Selected gate families:
Drawn at 2 px/µm.
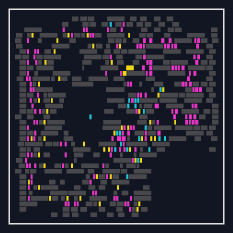
Where the registers sit:
Drawn at 2 px/µm.
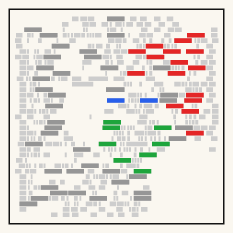
[config.mk]
export PLATFORM = sky130hd
export DESIGN_NAME = apb_arbiter_rr
export DESIGN_NICKNAME = d
export VERILOG_FILES = /design/src/rtl/apb_arbiter_rr.sv
export SDC_FILE = /design/constraint.sdc
export NUM_CORES = 1
export LEC_CHECK = 0
export ABC_AREA = 1
export ABC_CLOCK_PERIOD_IN_PS = 5550
export CAP_MARGIN = 40
export CELL_PAD_IN_SITES_DETAIL_PLACEMENT = 0
export CELL_PAD_IN_SITES_GLOBAL_PLACEMENT = 1
export CORE_MARGIN = 2
export CORE_UTILIZATION = 30
export CTS_CLUSTER_SIZE = 40
export DETAILED_ROUTE_END_ITERATION = 8
export PLACE_DENSITY = 0.83
export REMOVE_ABC_BUFFERS = 1
export SYNTH_ARGS = -nofsm -noshare
export SYNTH_HDL_FRONTEND = slang
export SYNTH_SLANG_ARGS = --single-unit
[constraint.sdc]
create_clock -name clk -period 5.55 [get_ports clk]
set_clock_uncertainty 0.2 [all_clocks]
set_input_delay 1.11 -clock clk [delete_from_list [all_inputs] [get_ports clk]]
set_output_delay 1.11 -clock clk [all_outputs]
set_load 0.01 [all_outputs]
[src/rtl/apb_arbiter_rr.sv]
// Round-robin arbiter that serialises APB transfers from several cores onto one
// downstream APB master port, with a watchdog for transfers nobody answers.
module apb_arbiter_rr #(
   parameter int unsigned BUS_WIDTH    = 16,
   parameter int unsigned MASTER_PORTS = 2,
   parameter int unsigned TIMEOUT      = 255
) (
   input  logic                              clk,
   input  logic                              reset,
   input  logic [MASTER_PORTS*BUS_WIDTH-1:0] S_PADDR,
   input  logic [MASTER_PORTS-1:0]           S_PWRITE,
   input  logic [MASTER_PORTS-1:0]           S_PSELx,
   input  logic [MASTER_PORTS-1:0]           S_PENABLE,
   input  logic [MASTER_PORTS*BUS_WIDTH-1:0] S_PWDATA,
   output logic [MASTER_PORTS*BUS_WIDTH-1:0] S_PRDATA,
   output logic [MASTER_PORTS-1:0]           S_PREADY,
   output logic [BUS_WIDTH-1:0]              M_PADDR,
   output logic                              M_PWRITE,
   output logic                              M_PSELx,
   output logic                              M_PENABLE,
   output logic [BUS_WIDTH-1:0]              M_PWDATA,
   input  logic [BUS_WIDTH-1:0]              M_PRDATA,
   input  logic                              M_PREADY,
   output logic                              timeout
);

   localparam int unsigned IW = (MASTER_PORTS > 1) ? $clog2(MASTER_PORTS) : 1;
   localparam int unsigned CW = $clog2(TIMEOUT + 1);

   typedef enum logic [1:0] {IDLE, SETUP, ACCESS, DONE} state_t;

   state_t                   state;
   state_t                   next_state;
   logic [IW-1:0]            grant;
   logic [IW-1:0]            last;
   logic [IW-1:0]            winner;
   logic                     found;
   int unsigned              idx;
   logic [CW-1:0]            cnt;
   logic [BUS_WIDTH-1:0]     rdata;
   logic                     psel_d;
   logic                     penable_d;
   logic [MASTER_PORTS-1:0]  pready_d;
   logic                     timeout_d;

   // Core-side enable carries no information for this arbiter.
   logic unused_penable;
   assign unused_penable = ^S_PENABLE;

   logic [BUS_WIDTH-1:0] s_addr  [MASTER_PORTS];
   logic [BUS_WIDTH-1:0] s_wdata [MASTER_PORTS];

   for (genvar g = 0; g < MASTER_PORTS; g++) begin : g_slice
      assign s_addr[g]  = S_PADDR[g*BUS_WIDTH +: BUS_WIDTH];
      assign s_wdata[g] = S_PWDATA[g*BUS_WIDTH +: BUS_WIDTH];
   end

   // All cores see the same read-data register; only the granted core gets READY.
   assign S_PRDATA = {MASTER_PORTS{rdata}};

   // Round-robin search starting just after the last granted core.
   always_comb begin
      winner = last;
      found  = 1'b0;
      idx    = 0;
      for (int unsigned k = 0; k < MASTER_PORTS; k++) begin
         idx = (32'(last) + 32'd1 + k) % MASTER_PORTS;
         if (!found && S_PSELx[IW'(idx)]) begin
            winner = IW'(idx);
            found  = 1'b1;
         end
      end
   end

   // State register.
   always_ff @(posedge clk or posedge reset) begin
      if (reset) begin
         state <= IDLE;
      end else begin
         state <= next_state;
      end
   end

   // Next-state logic; ACCESS ends on slave ready or on the last watchdog cycle.
   always_comb begin
      next_state = state;
      case (state)
         IDLE:    if (found) next_state = SETUP;
         SETUP:   next_state = ACCESS;
         ACCESS:  if (M_PREADY || (cnt == CW'(TIMEOUT - 1))) next_state = DONE;
         DONE:    next_state = IDLE;
         default: next_state = IDLE;
      endcase
   end

   // Output decode, looking one state ahead so the bus signals come from flops.
   always_comb begin
      psel_d    = (next_state == SETUP) || (next_state == ACCESS);
      penable_d = (next_state == ACCESS);
      pready_d  = '0;
      timeout_d = 1'b0;
      if ((state == ACCESS) && (next_state == DONE)) begin
         pready_d[grant] = 1'b1;
         timeout_d       = !M_PREADY;
      end
   end

   // Registered outputs, request latch, round-robin pointer, watchdog and read data.
   always_ff @(posedge clk or posedge reset) begin
      if (reset) begin
         M_PSELx   <= 1'b0;
         M_PENABLE <= 1'b0;
         M_PADDR   <= '0;
         M_PWRITE  <= 1'b0;
         M_PWDATA  <= '0;
         S_PREADY  <= '0;
         timeout   <= 1'b0;
         grant     <= '0;
         last      <= IW'(MASTER_PORTS - 1);
         cnt       <= '0;
         rdata     <= '0;
      end else begin
         M_PSELx   <= psel_d;
         M_PENABLE <= penable_d;
         S_PREADY  <= pready_d;
         timeout   <= timeout_d;
         if ((state == IDLE) && found) begin
            M_PADDR  <= s_addr[winner];
            M_PWRITE <= S_PWRITE[winner];
            M_PWDATA <= s_wdata[winner];
            grant    <= winner;
            last     <= winner;
         end
         if (next_state == SETUP) begin
            cnt <= '0;
         end else if ((state == ACCESS) && (next_state == ACCESS)) begin
            cnt <= cnt + CW'(1);
         end
         if (state == ACCESS) begin
            if (M_PREADY) begin
               rdata <= M_PRDATA;
            end else if (next_state == DONE) begin
               rdata <= '0;
            end
         end
      end
   end

endmodule
==> GITHUB_STEP_SUMMARY <==
## Implementation flow summary

| Metric | Value |
|---|---|
| Worst flop-to-flop path startpoint | `state[0]$_DFF_PP0_` |
| Clk root buf | `clkbuf_8` |
| Async SR Flop Fraction | `100%` |
| Synth Cell Area | `0.00315 mm²` |
| Vias per cell | `4.51` |
| Clock-cell share | `4.47%` |
| Syn_area_per_cell | `8.53 µm²` |
| Ys Warns | `0` |
| R2r endpoint | `rdata[5]$_DFFE_PP0P_` |
| Setup Buffers After CTS | `0` |
| Slowest-stage cell, CP | `clkdlybuf4s50_1` |
| Detail Route Antenna Nets | `0` |
| Comb power | `1290 µW` |
| WL met1 | `3.45 mm` |
| Post-synth area hogs | `dfrtp_1, nand2_1, a31oi_1` |
| CP Class | `primary input to register` |
| R2r worst-path depth | `8` |
| Part of the power in registers | `32.1%` |
| Plain + repair buffers | `159` |
| Final Core Density | `47.6%` |
| GRT busiest layer | `met2` |
| Status | `finished clean` |
## Picture notes: 'selected gate families'
[cyan] inverters | cells: 21 | most used: inv_1 | where: center
[yellow] NOR gates | cells: 51 | most used: nor2_1
[magenta] NAND gates | cells: 143 | most used: nand2_1 | where: widely spread

## Picture notes: 'where the registers sit'
[blue] `state` | placed flops: 2
[red] `rdata` | placed flops: 16
[green] `cnt` | placed flops: 8

Power and IR drop assume default switching activity.
